==> config.mk <==
export PLATFORM = sky130hd
export DESIGN_NAME = patch_led_sequencer_flat
export DESIGN_NICKNAME = d
export VERILOG_FILES = /design/src/rtl/led_pkg.sv /design/src/rtl/patch_led_sequencer_if.sv /design/src/rtl/blink_timer.sv /design/src/rtl/patch_led_sequencer.sv /design/src/flat_wrapper.sv
export SDC_FILE = /design/constraint.sdc
export NUM_CORES = 1
export LEC_CHECK = 0
export CORE_AREA = 2 2 78 50
export DETAILED_ROUTE_END_ITERATION = 6
export DIE_AREA = 0 0 80 52
export PLACE_DENSITY_LB_ADDON = 0.05
export SYNTH_ARGS = -nofsm -noshare
export SYNTH_HDL_FRONTEND = slang
export SYNTH_SLANG_ARGS = --single-unit
==> constraint.sdc <==
create_clock -name clk_1MHz -period 4.91 [get_ports clk_1MHz]
set_input_delay 0.491 -clock clk_1MHz [delete_from_list [all_inputs] [get_ports clk_1MHz]]
set_output_delay 0.491 -clock clk_1MHz [all_outputs]
set_load 0.05 [all_outputs]
Run 1, routed metal, one colour a layer:
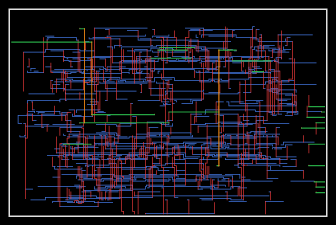
[blue] met1 | wire length: 2380 um
[red] met2 | wire length: 1420 um
[orange] met4 | wire length: 71.4 um
[green] met3 | wire length: 154 um
Global Route Usage Sum: 21.44%
Vias: 1689

Run 1, track usage over the die:
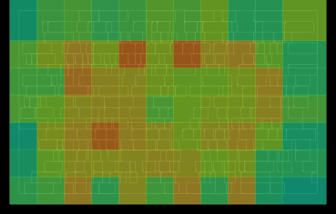
grt met2 use: 26.11%
Most Used Layer, Global Route: met1
met1 usage: 33.87%

Run 1, met2 routing:
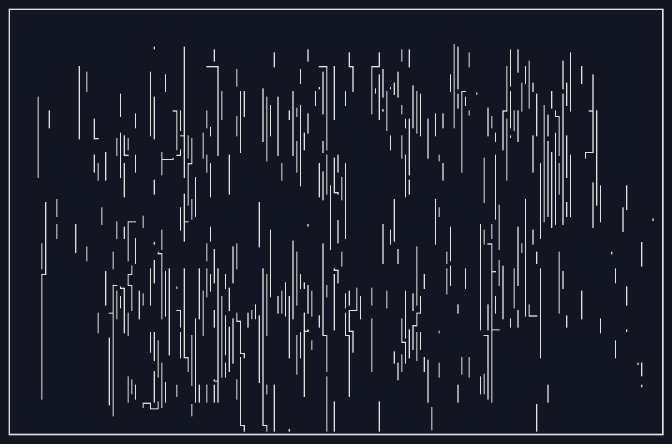
nets with wire on the layer: 212
wire length on this layer: 1420 um
final WL: 4027 um

==> impl_metrics.yaml, run 1 <==
# implementation run metrics
run_status:
  status: "finished, final reports clean"
logic_synthesis:
  yosysUniqueCellTypes: 49
  synthAdderAreaFrac_pct: 4.881
  synthesis.instances: 234
  ys_sh_mux_pct: 2.929
  synthArstFlopShare_pct: 0
  yosysWarnings: 0
  yosys_area_um2: 2051
clock_network:
  cts_hold_buf: 0
  clock.latency.late_pin_ps: 290
  clk_pin_slew_ps: 70
  postCtsSetupRepairBufs: 0
finish:
  buf_share_pct: 7.561
  final_cell_mix: "dfxtp_1, nor2_1, clkdlybuf4s50_1"
  final.clkbuf_count: 6
  largest_register_ffs: 20
  layout_top_cell: "dfxtp_1"
  area_delta_synth_final_pct: 14.58
power_and_ir_drop:
  switching_share_pct: 22.48
  intPower_uw: 499.8
global_route:
  grt_pass1_vias: 1402
sta:
  fmax_mhz: 396.1
  rsz0062_at_grt: "false"
setup_path:
  cp.required_ps: 5130
  crit_path_end_kind: "register"
  cp.arrival_ps: 2740
routing:
  via_per_inst: 5.687
## run 1: critical path: stages
cell             delay (ps)
clkdlybuf4s50_1         590
or3b_2                  530
a2111oi_0               730
nand2_1                 210
o22ai_1                 200
## run 1: through the flow
stage | cells | cell area, um^2 | hold WS (ps)
6_report | 297 | 2350 | 468.3
2_1_floorplan | 234 | 2051 | 441.3
3_3_place_gp | 289 | 2242 | 457.7
3_5_place_dp | 289 | 2242 | 460.7
5_1_grt | 297 | 2350 | 502.7
4_1_cts | 297 | 2350 | 471.0
## run 1: layer usage
layer	vias up	wire (um)	share of wire, %
met1	776	2382	59
met4	0	71	1.8
met5	-	0	0
met3	7	153	3.8
li1	877	-	-
met2	29	1420	35
Run 1, gate-type map:
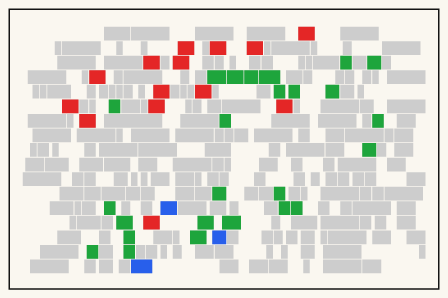

==> inputs of run 2 (changes only) <==
CORE_AREA = 2 2 82 52   (was 2 2 78 50)
DIE_AREA = 0 0 84 54   (was 0 0 80 52)
clock period = 2.5 ns   (was 4.91 ns; I/O delays follow)
Run 2, gate-type map:
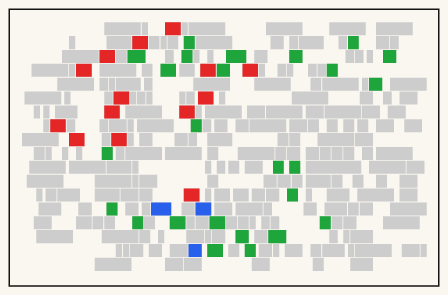
[red] XOR/XNOR gates | cells: 14 | most used: xnor2_1
[blue] AND-OR and OR-AND gates | cells: 3
[green] AND and OR gates | cells: 25 | most used: or3_1
Comb/total area: 47.85%
post-route insts no fill: 310
most common logic cell in the routed design: dfxtp_1

==> impl_metrics.yaml, run 2 <==
# implementation run metrics
run_status:
  status: "finished, final reports clean"
logic_synthesis:
  synthArstFlopShare_pct: 0
  synthesis.instances: 234
  synthAdderAreaFrac_pct: 4.881
  yosysUniqueCellTypes: 49
  yosys_area_um2: 2051
  yosysWarnings: 0
routing:
  vias: 1729
  drt-met1-wl_um: 2466
  met3_length_um: 308
setup_path:
  cp.required_ps: 2720
  cp_num_buf_inv: 2
  path_cells: "inv_1, ha_1, or4_1, a2111oi_0, buf_4, nand2_1, o22ai_1"
  cp.arrival_ps: 2500
  max_stage_delay_ps: 520
  cp_top_family: "AND-OR/OR-AND gates"
  path_depth: 7
  crit_path_end_kind: "register"
clock_network:
  clk_pin_slew_ps: 70
  cts_hold_buf: 0
  clock.latency.late_pin_ps: 300
  postCtsSetupRepairBufs: 0
global_route:
  gr-max-usage-layer: "met1"
  grt_pass1_vias: 1494
  grt_usage_pct: 21.47
  use_met1_pct: 31.64
finish:
  largest_register_ffs: 20
  final_cell_mix: "dfxtp_1, nor2_1, clkdlybuf4s50_1"
sta:
  rsz0062_at_grt: "false"
-- run 2: power groups by stage --
stage	Sequential (mW)	Clock (mW)	Combinational [mW]
2_1_floorplan	0.667	0	0.0762
3_3_place_gp	0.665	0	0.120
3_5_place_dp	0.665	0	0.120
4_1_cts	0.650	0.592	0.121
5_1_grt	0.651	0.621	0.133
6_report	0.651	0.580	0.122
-- run 2: worst register-to-register path, cell delays in order, from the launching register on --
cell       delay (ps)
dfxtp_1           400
inv_1             100
ha_1              260
or4_1             520
a2111oi_0         440
buf_4             190
nand2_1           100
o22ai_1           200
-- run 2: layout make-up --
cell class,count,area (um^2)
fill,355,1449
multi-input combinational,175,1171
sequential,40,800.8
timing repair buffer,28,252.7
clock buffer,7,96.34
tap,50,62.56
inverter,9,33.78
clock inverter,1,30.03
Run 2, track usage over the die:
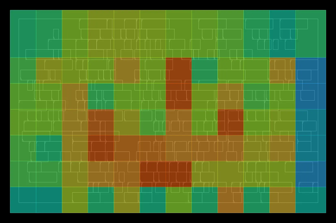

==> inputs of run 3 (changes only) <==
RECOVER_POWER = 25   (was default)
clock period = 2.6 ns   (was 2.5 ns; I/O delays follow)
Run 3, track usage over the die:
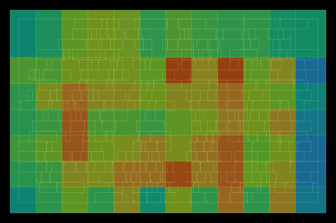
final core utilization: 60.89%
met1 usage: 31.33%
grt met3 use: 5.368%
wire per inst: 13.66 um
grt met2 use: 24.67%

==> impl_metrics.yaml, run 3 <==
# implementation run metrics
global_route:
  gr-max-usage-layer: "met1"
  grt_pass1_vias: 1384
  grt_usage_pct: 19.63
finish:
  logic_gate_count: 175
  signal_buffers: 23
  final_cell_count_no_fill: 305
  layout_top_cell: "dfxtp_1"
  n_all_inverters: 9
  comb_share_pct: 49.37
routing:
  met3_length_um: 265
  drt-met1-wl_um: 2424
clock_network:
  cts_hold_buf: 0
  clk_pin_slew_ps: 70
  clock.latency.late_pin_ps: 290
run_status:
  status: "finished, final reports clean"
setup_path:
  cp_top_family: "AND-OR/OR-AND gates"
  cp.required_ps: 2810
  path_depth: 6
  cp_num_buf_inv: 1
  crit_path_end_kind: "register"
logic_synthesis:
  synthArstFlopShare_pct: 0
  synthesis.instances: 234
-- run 3: cell counts after synthesis --
Identical to the previous run, type by type.
-- run 3: kinds of logic after synthesis --
logic type | count (synthesis) | share of synthesized area (%)
and+or+nand+nor | 99 | 27.52
AOI/OAI and AO/OA | 47 | 15.62
DFF | 40 | 39.05
buffers and inverters | 19 | 3.844
xor gates and xnor gates | 14 | 5.979
adders and majority gates | 8 | 4.881
muxes | 6 | 2.929
other | 1 | 0.1829
-- run 3: power breakdown --
part           internal (mW)  switching [mW]  leakage, nW  total, mW
clock network          0.212           0.212       0.0510      0.423
registers              0.618         0.00712        0.323      0.625
logic                 0.0444          0.0620        0.457      0.106
No activity file was given, so power comes from the tool's default toggle rates.
